===== config.mk =====
export PLATFORM = sky130hd
export DESIGN_NAME = add_arbiter_flat
export DESIGN_NICKNAME = d
export VERILOG_FILES = /design/src/rtl/add_arbiter_if.sv /design/src/rtl/add_arbiter.sv /design/src/flat_wrapper.sv
export SDC_FILE = /design/constraint.sdc
export NUM_CORES = 1
export LEC_CHECK = 0
export CAP_MARGIN = 20
export CORE_ASPECT_RATIO = 1.4
export CORE_MARGIN = 2
export CORE_UTILIZATION = 25
export CTS_CLUSTER_SIZE = 10
export DETAILED_ROUTE_END_ITERATION = 6
export PLACE_DENSITY = 0.47
export SLEW_MARGIN = 0
export SYNTH_ARGS = -nofsm -noshare
export SYNTH_HDL_FRONTEND = slang
export SYNTH_SLANG_ARGS = --single-unit

===== constraint.sdc =====
create_clock -name clk -period 3.5 [get_ports clk]
set_input_delay 0.35 -clock clk [delete_from_list [all_inputs] [get_ports clk]]
set_output_delay 0.35 -clock clk [all_outputs]
set_load 0.01 [all_outputs]

===== src/rtl/add_arbiter_if.sv =====
// add_arbiter_if: request/operand/result bundle between requesters and the shared adder
interface add_arbiter_if #(parameter int WIDTH = 32);
   logic [2:0]         req;
   logic [3*WIDTH-1:0] opa;
   logic [3*WIDTH-1:0] opb;
   logic [2:0]         gnt;
   logic [2:0]         done;
   logic [WIDTH-1:0]   sum;
   logic               cout;
   logic               busy;
   modport master (output req, opa, opb, input gnt, done, sum, cout, busy);
   modport slave  (input req, opa, opb, output gnt, done, sum, cout, busy);
endinterface


===== src/rtl/add_arbiter.sv =====
// add_arbiter: one shared adder serving three requesters round-robin via IDLE/CALC/DONE
module add_arbiter #(parameter int WIDTH = 32) (
   input logic         clk,
   input logic         rst_n,
   add_arbiter_if.slave bus
);
   localparam logic [1:0] IDLE = 2'd0;
   localparam logic [1:0] CALC = 2'd1;
   localparam logic [1:0] DONE = 2'd2;
   logic [1:0]       state_q, state_d, ptr_q, ptr_d, win, c1, c2;
   logic [2:0]       elig, gnt_q, gnt_d, done_q, done_d;
   logic [WIDTH-1:0] a_q, a_d, b_q, b_d, sum_q, sum_d;
   logic             cout_q, cout_d;
   // eligible requesters (just-served one masked in DONE) and round-robin winner from ptr
   always_comb begin
      elig = bus.req & ((state_q == DONE) ? ~done_q : 3'b111);
      c1   = (ptr_q == 2'd2) ? 2'd0 : ptr_q + 2'd1;
      c2   = (ptr_q == 2'd0) ? 2'd2 : ptr_q - 2'd1;
      win  = elig[ptr_q] ? ptr_q : elig[c1] ? c1 : c2;
   end
   // next-state: grant and latch operands from IDLE/DONE, add latched operands in CALC
   always_comb begin
      state_d = state_q;
      ptr_d   = ptr_q;
      gnt_d   = 3'b000;
      done_d  = 3'b000;
      a_d     = a_q;
      b_d     = b_q;
      sum_d   = sum_q;
      cout_d  = cout_q;
      if (state_q == CALC) begin
         {cout_d, sum_d} = {1'b0, a_q} + {1'b0, b_q};
         done_d  = gnt_q;
         state_d = DONE;
      end else if (|elig) begin
         a_d     = (win == 2'd2) ? bus.opa[2*WIDTH +: WIDTH] : (win == 2'd1) ? bus.opa[WIDTH +: WIDTH] : bus.opa[0 +: WIDTH];
         b_d     = (win == 2'd2) ? bus.opb[2*WIDTH +: WIDTH] : (win == 2'd1) ? bus.opb[WIDTH +: WIDTH] : bus.opb[0 +: WIDTH];
         gnt_d   = 3'b001 << win;
         ptr_d   = (win == 2'd2) ? 2'd0 : win + 2'd1;
         state_d = CALC;
      end else begin
         state_d = IDLE;
      end
   end
   // state registers; reset aborts any operation in flight
   always_ff @(posedge clk or negedge rst_n) begin
      if (!rst_n) begin
         state_q <= IDLE;
         ptr_q   <= 2'd0;
         gnt_q   <= 3'b000;
         done_q  <= 3'b000;
         a_q     <= '0;
         b_q     <= '0;
         sum_q   <= '0;
         cout_q  <= 1'b0;
      end else begin
         state_q <= state_d;
         ptr_q   <= ptr_d;
         gnt_q   <= gnt_d;
         done_q  <= done_d;
         a_q     <= a_d;
         b_q     <= b_d;
         sum_q   <= sum_d;
         cout_q  <= cout_d;
      end
   end
   assign bus.gnt  = gnt_q;
   assign bus.done = done_q;
   assign bus.sum  = sum_q;
   assign bus.cout = cout_q;
   assign bus.busy = (state_q != IDLE);
endmodule


===== src/flat_wrapper.sv =====
// flat-port wrapper written by rule: the top's interface ports become plain ports
module add_arbiter_flat 
#(parameter int WIDTH = 32)
  (clk, rst_n, bus_req, bus_opa, bus_opb, bus_gnt, bus_done, bus_sum, bus_cout, bus_busy);
  add_arbiter_if #(.WIDTH(WIDTH)) bus_i ();
  input logic clk;
  input logic rst_n;
  input wire logic [$bits(bus_i.req)-1:0] bus_req;
  input wire logic [$bits(bus_i.opa)-1:0] bus_opa;
  input wire logic [$bits(bus_i.opb)-1:0] bus_opb;
  output wire logic [$bits(bus_i.gnt)-1:0] bus_gnt;
  output wire logic [$bits(bus_i.done)-1:0] bus_done;
  output wire logic [$bits(bus_i.sum)-1:0] bus_sum;
  output wire logic [$bits(bus_i.cout)-1:0] bus_cout;
  output wire logic [$bits(bus_i.busy)-1:0] bus_busy;
  assign bus_i.req = bus_req;
  assign bus_i.opa = bus_opa;
  assign bus_i.opb = bus_opb;
  assign bus_gnt = bus_i.gnt;
  assign bus_done = bus_i.done;
  assign bus_sum = bus_i.sum;
  assign bus_cout = bus_i.cout;
  assign bus_busy = bus_i.busy;
  add_arbiter #(.WIDTH(WIDTH)) u_core (.clk(clk), .rst_n(rst_n), .bus(bus_i));
endmodule

==> impl_metrics.yaml, run 1 <==
# implementation run metrics
finish:
  nClkBuffers: 11
  non_clock_inverter_count: 15
  mi_logic_area_um2: 3740
yosys:
  synth.avg_cell_area_um2: 8.56
  ys_dominant_reg_cell: "dfrtp_1"
  aoi_share: 0.284
  topCellsByArea: "dfrtp_1 40%, a221oi_1 8.4%, nand2_1 7.3%"
  ys_sh_adder: 0.0687
  syn_inst: 779
  ys_warn_count: 0
power:
  netSwitchingPower_uw: 5120
  p_per_area_nw_per_um2: 1100
  power_clock_uw: 1050
detailed_routing:
  drtIter0Drc: 316
  wl_per_cell_um: 18.6
clocking:
  cts_tree: "done"
  cts_max_path_buffers: 2
outcome:
  status: "completed"
die:
  ios: 237
  die_area_um2: 28000
global_routing:
  grt_max_degree: 66
  overflow: 0
  gr-usage-all-layers: 0.176
final_timing:
  drv_slew: 0
  rsz0062_at_grt: "no"
  period_used_share: 0.885
  tightest_slew_ps: 1070
worst_setup_path:
  reg2reg_depth: 10
==> run 1: cell usage in the layout, fill, tap and decap left out, types with 8 or more instances in the layout <==
cell               n
a21o_1            23
a21oi_1           36
a221oi_1          64
buf_4              9
clkbuf_16          9
clkdlybuf4s50_1  235
dfrtp_1          107
ha_1              35
inv_1             14
nand2_1          128
nand3_1           14
nor2_1            88
o211ai_1           9
o21ai_0           26
o21ai_1           71
xnor2_1           15
xor2_1             8
==> run 1: cell usage after synthesis (all sizes together) (2+ instances only) <==
master	instances
a211oi	4
nand2b	3
or2	3
ha	35
and2	7
nor2	89
nand3b	4
nor3	9
a21oi	36
xnor2	15
o211ai	9
a31o	2
a221oi	64
xor2	8
nand3	14
mux2i	2
inv	15
a211o	2
o311ai	3
a21o	23
a31oi	3
a221o	2
nand2	129
o21ai	97
clkbuf	31
and3	4
buf	20
o31ai	6
o21bai	5
o21a	6
a21boi	2
o211a	2
nand4	4
a2111oi	2
dfrtp	107
==> run 1: per-stage QoR <==
step | cell area (um2) | hold slack, ps | worst slack, ps | cells
after global routing | 9660 | 120 | 163 | 1317
after floorplan | 6670 | 54.4 | 819 | 779
after detailed placement | 9360 | 468 | 396 | 1299
final | 9660 | 48.4 | 403 | 1317
after global placement | 9360 | 455 | 451 | 1299
after CTS | 9650 | 70.8 | 406 | 1315
==> run 1: worst max-delay path by stage <==
stage | start | end | slack, ps | depth (start not counted)
finish | u_core.ptr_q[1] | u_core.b_q[13] | 400 | 10
global route | u_core.ptr_q[1] | u_core.b_q[10] | 160 | 11
CTS | u_core.b_q[0] | u_core.bus.sum[30] | 410 | 10
detailed placement | bus_req[2] | u_core.b_q[19] | 400 | 8
global placement | u_core.b_q[0] | u_core.bus.cout | 450 | 10
floorplan | u_core.b_q[0] | u_core.bus.sum[30] | 820 | 10
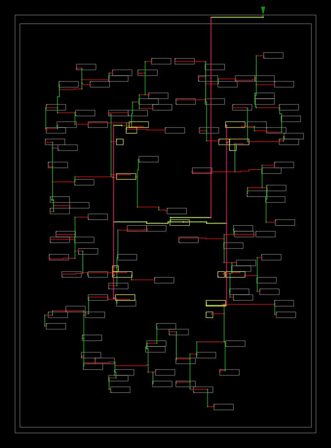
run_1/clocks.png
Insertion Delay late pin: 360 ps
# clock sinks: 107
Clock Skews: 13.8 ps

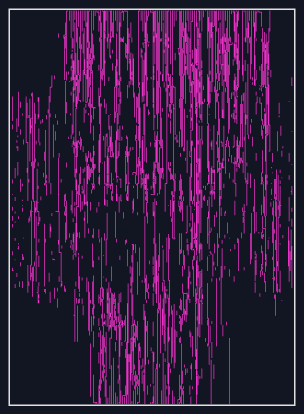
run_1/layer_met2.png
Scale: 2 px per um.
longest straight run = 86.5 um
nets with wire on the layer = 984
Total Wirelength: 24500 um
met2 usage: 0.315
via count: 6515

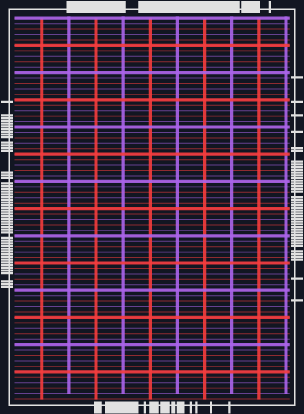
run_1/power_grid.png
Scale: 2 px per um. Pins as bars on the die edge.
VSS -> red
VDD -> purple
met1 rails = 71
met4 straps = 10
rows = 70
met5 straps = 14
signal pins = 237
Max VDD drop: 438 uV
Core Region: 26200 um2
Die W: 142 um
Die Y: 197 um

==> inputs of run 2 (changes only) <==
--- a/config.mk
+++ b/config.mk
@@ -12,6 +12,7 @@
 export CTS_CLUSTER_SIZE = 10
 export DETAILED_ROUTE_END_ITERATION = 6
 export PLACE_DENSITY = 0.47
+export SKIP_LAST_GASP = 1
 export SLEW_MARGIN = 0
 export SYNTH_ARGS = -nofsm -noshare
 export SYNTH_HDL_FRONTEND = slang
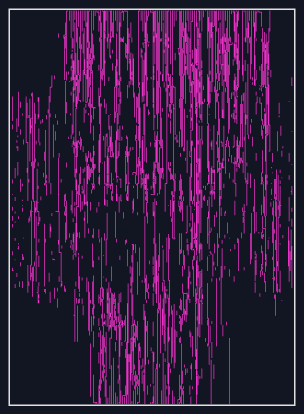
run_2/layer_met2.png
Scale: 2 px per um.
main direction = vertical
longest straight run = 86.5 um
share of all routed wire = 52%
wire length on this layer = 12800 um

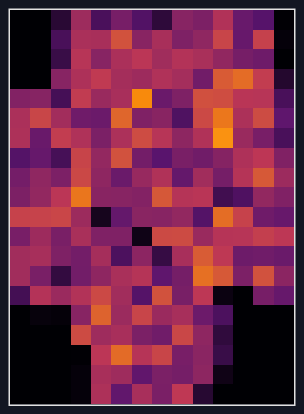
run_2/cell_density.png
Scale: 2 px per um. The die is cut into 14 by 20 equal tiles; black is low, pale yellow is high, 0 to 100% covered.
emptiest ninth of the die = south-east
tiles over 75% full = 0.40%
fullest tile = 76%

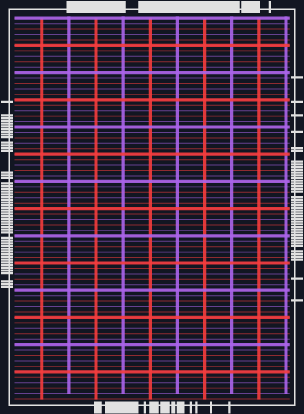
run_2/power_grid.png
Scale: 2 px per um. Pins as bars on the die edge.
VSS -> red
VDD -> purple
rows = 70
signal pins = 237
met4 straps = 10
met1 rails = 71
met5 straps = 14

==> impl_metrics.yaml, run 2 <==
# implementation run metrics
place:
  place_area_um2: 9360
  post-place-ws_ps: 396
  place_inst: 1299
power:
  p_per_area_nw_per_um2: 1100
  ir_worst_vdd_uv: 438
  power.group.top: "combinational logic"
  netSwitchingPower_uw: 5120
global_routing:
  gr-usage-all-layers: 0.176
  overflow: 0
  grt_max_degree: 66
yosys:
  common_cells: "129 x nand2_1, 107 x dfrtp_1, 88 x nor2_1, 71 x o21ai_1, 64 x a221oi_1"
  ys_dominant_reg_cell: "dfrtp_1"
  ys_warn_count: 0
  synth.avg_cell_area_um2: 8.56
  synthMostInstantiatedCell: "nand2_1"
  topCellsByArea: "dfrtp_1 40%, a221oi_1 8.4%, nand2_1 7.3%"
  syn_inst: 779
final_timing:
  min_period_ps: 3100
  finClkSkew_ps: 13.8
  worst_slack_ps: 403
  whs_ps: 48.4
  tightest_slew_ps: 1070
  rsz0062_at_grt: "no"
  drv_slew: 0
  period_used_share: 0.885
die:
  core_area_um2: 26200
  die_area_um2: 28000
  ios: 237
  die_x_um: 142
  die_h_um: 197
finish:
  final_common_cell: "clkdlybuf4s50_1"
  final_cell_area_um2: 9660
  layout_top_cells: "235 x clkdlybuf4s50_1, 128 x nand2_1, 107 x dfrtp_1"
  finish.utilization: 0.369
  fin_cells: 1317
worst_setup_path:
  critical_path_buf_inv_count: 3
  cp_slowest_cell: "a211oi_4"
outcome:
  status: "completed"
clocking:
  cts_sinks: 107
  insertion_delay_ps: 360
  cts_max_path_buffers: 2
detailed_routing:
  drt_wl_total_um: 24500
  drtIter0Drc: 316
  wl_per_cell_um: 18.6
  vias: 6515
==> run 2: final timing paths <==
kind	start	endpoint	slack, ps	depth (start not counted)
min in group clk	u_core.bus.sum[19]	u_core.bus.sum[19]	470	2
setup reg to reg	u_core.ptr_q[1]	u_core.b_q[13]	400	10
hold / removal	rst_n	u_core.b_q[15]	50	1
hold reg to reg	u_core.bus.sum[19]	u_core.bus.sum[19]	470	2
max in group asynchronous	rst_n	u_core.a_q[17]	2510	2
setup / recovery	u_core.ptr_q[1]	u_core.b_q[13]	400	10
==> run 2: final cells by class <==
class	count	area, um2	area share
multi-input cells	606	3740	0.387
flip-flops and latches	107	2680	0.277
repair buffers	247	2480	0.257
well taps	324	405	0.0420
clock buffers	11	253	0.0262
inverters	15	56.3	0.00583
clock inverters	5	42.5	0.00441
diodes	2	5.00	0.000518
==> run 2: kinds of logic (layout without fill, tap and decap cells) <==
| logic type | count (synthesis) | count (layout) | synth area share |
|---|---|---|---|
| buf+inv | 66 | 278 | 0.0409 |
| flops | 107 | 107 | 0.402 |
| xor+xnor | 23 | 23 | 0.0302 |
| other cells | 0 | 2 | 0 |
| compound gates | 275 | 275 | 0.284 |
| simple gates | 270 | 270 | 0.172 |
| mux | 2 | 2 | 0.00300 |
| fa+ha+maj | 36 | 36 | 0.0687 |
==> run 2: worst register-to-register path, delay by kind of cell (launching register included) <==
kind | cells | cell delay [ps]
adders and majority gates | 1 | 230
DFF | 1 | 470
AOI/OAI and AO/OA | 6 | 1820
buffers and inverters | 3 | 510
==> run 2: metal layers <==
| metal | up-vias | global-route usage | wire, um |
|---|---|---|---|
| li1 | 3250 | - | - |
| met1 | 3087 | 0.214 | 10300 |
| met2 | 156 | 0.315 | 12800 |
| met3 | 22 | 0.0213 | 906 |
| met4 | 0 | 0.0633 | 531 |
| met5 | - | 0 | 0 |
run_2/clocks.png
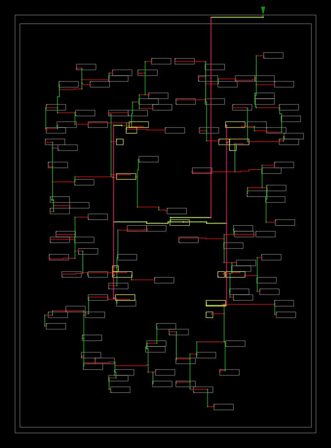

==> inputs of run 3 (changes only) <==
--- a/config.mk
+++ b/config.mk
@@ -12,6 +12,7 @@
 export CTS_CLUSTER_SIZE = 10
 export DETAILED_ROUTE_END_ITERATION = 6
 export PLACE_DENSITY = 0.47
+export REMOVE_ABC_BUFFERS = 1
 export SKIP_LAST_GASP = 1
 export SLEW_MARGIN = 0
 export SYNTH_ARGS = -nofsm -noshare
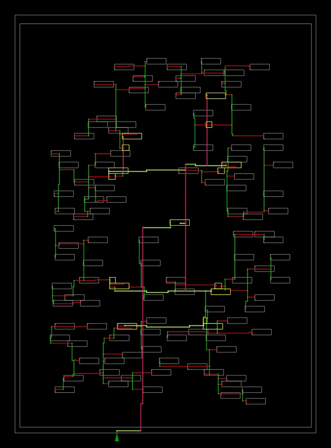
run_3/clocks.png
Clock Skews: 11.0 ps
P_clk: 979 uW

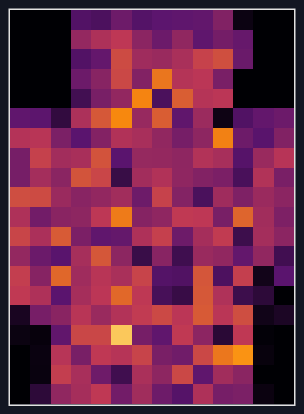
run_3/cell_density.png
Scale: 2 px per um. The die is cut into 14 by 20 equal tiles; black is low, pale yellow is high, 0 to 100% covered.
fullest tile = 88%
emptiest ninth of the die = north-west
nearly empty tiles = 14%
tiles over 75% full = 0.70%
mean over tiles = 33%

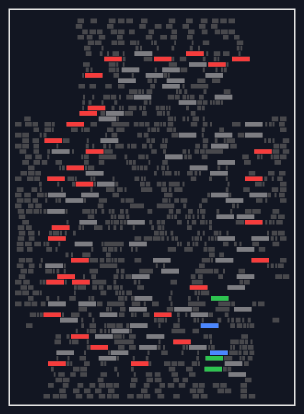
run_3/flops_by_reg.png
Scale: 2 px per um. Other sequential cells in the stronger gray, the rest of the logic in the fainter gray.
u_core.ptr_q -> blue  # placed flops 2
u_core.a_q -> red  # placed flops 32, where widely spread
u_core.bus.gnt -> green  # placed flops 3
not colored = 70
fraction of area in registers: 0.276
Layout Utilization: 0.371

==> impl_metrics.yaml, run 3 <==
# implementation run metrics
yosys:
  syn_inst: 779
  aoi_share: 0.284
  topCellsByArea: "dfrtp_1 40%, a221oi_1 8.4%, nand2_1 7.3%"
  top_cell_area_share: 0.402
  ys_dominant_reg_cell: "dfrtp_1"
  synth-simple-area-share: 0.172
  largest_area_cell: "dfrtp_1"
  synth.area.mux_share: 0.00300
  xor_share: 0.0302
  synth.avg_cell_area_um2: 8.56
  common_cells: "129 x nand2_1, 107 x dfrtp_1, 88 x nor2_1, 71 x o21ai_1, 64 x a221oi_1"
  ys_sh_adder: 0.0687
  synthMostInstantiatedCell: "nand2_1"
  logic_family: "AND-OR/OR-AND gates"
power:
  p_seq_uw: 2330
  netSwitchingPower_uw: 5040
  power.group.top: "combinational logic"
  p_per_area_nw_per_um2: 1090
  ir_worst_vdd_uv: 528
worst_setup_path:
  cp_slowest_cell: "fa_1"
  reg2reg_depth: 10
  crit_fanout: 3
  r2r_start: "u_core.b_q[0]"
  rrSetupSlack_ps: 510
final_timing:
  max_freq_mhz: 334
  rsz0062_at_grt: "no"
  min_period_ps: 2990
  period_used_share: 0.855
  whs_ps: 475
  tightest_slew_ps: 631
  drv_slew: 0
outcome:
  status: "completed"
die:
  die_h_um: 197
  ios: 237
  die_area_um2: 28000
finish:
  diodes: 0
  final_common_cell: "clkdlybuf4s50_1"
  layout_top_cells: "235 x clkdlybuf4s50_1, 128 x nand2_1, 107 x dfrtp_1"
clocking:
  cts_max_path_buffers: 2
  insertion_delay_ps: 360
  cts_tree: "done"
  cts_sinks: 107
place:
  port_buffers: 236
global_routing:
  overflow: 0
  grt_max_degree: 76
  gr-usage-all-layers: 0.166
detailed_routing:
  wl_per_cell_um: 17.5
[run 3: worst max path at each step]
stage	from	end	slack (ps)	depth (start not counted)
after floorplan	u_core.state_q[1]	u_core.a_q[0]	-1110	5
after global placement	u_core.b_q[0]	u_core.bus.sum[30]	570	10
after detailed placement	u_core.b_q[0]	u_core.bus.sum[30]	540	10
after CTS	u_core.b_q[0]	u_core.bus.sum[30]	520	10
after global routing	u_core.b_q[0]	u_core.bus.sum[30]	330	10
final	u_core.b_q[0]	u_core.bus.sum[30]	510	10
[run 3: final cells by class]
| cell class | count | area (um2) |
|---|---|---|
| clock buffer | 9 | 225 |
| clock inverter | 7 | 55.1 |
| fill | 2700 | 16500 |
| inverter | 15 | 56.3 |
| multi-input combinational | 606 | 3740 |
| sequential | 107 | 2680 |
| tap | 324 | 405 |
| timing repair buffer | 254 | 2550 |
[run 3: through the flow]
stage	instances	utilization	area, um2	worst slack [ps]	power (uW)
2_1_floorplan	728	-	6450	-1110	7200
3_3_place_gp	1304	0.359	9390	565	9730
3_5_place_dp	1304	0.359	9390	545	9750
4_1_cts	1320	0.369	9670	525	10800
5_1_grt	1322	0.371	9710	331	11700
6_report	1322	0.371	9710	508	10600
[run 3: worst register-to-register path, cell delays in order (launching register included)]
cell and delay [ps]:
dfrtp_1 390, ha_1 240, fa_1 420, a21o_1 230
a31o_2 290, a2111oi_4 390, nor2_2 140, o31ai_2 360
o211ai_1 170, xnor2_1 160, o21ai_1 70
[run 3: metal layers]
metal / track usage / wire, um
met5: 0 / 0
met4: 0.0426 / 311
met3: 0.0301 / 1090
met2: 0.303 / 12200
met1: 0.200 / 9510
No activity file was given, so power comes from the tool's default toggle rates.
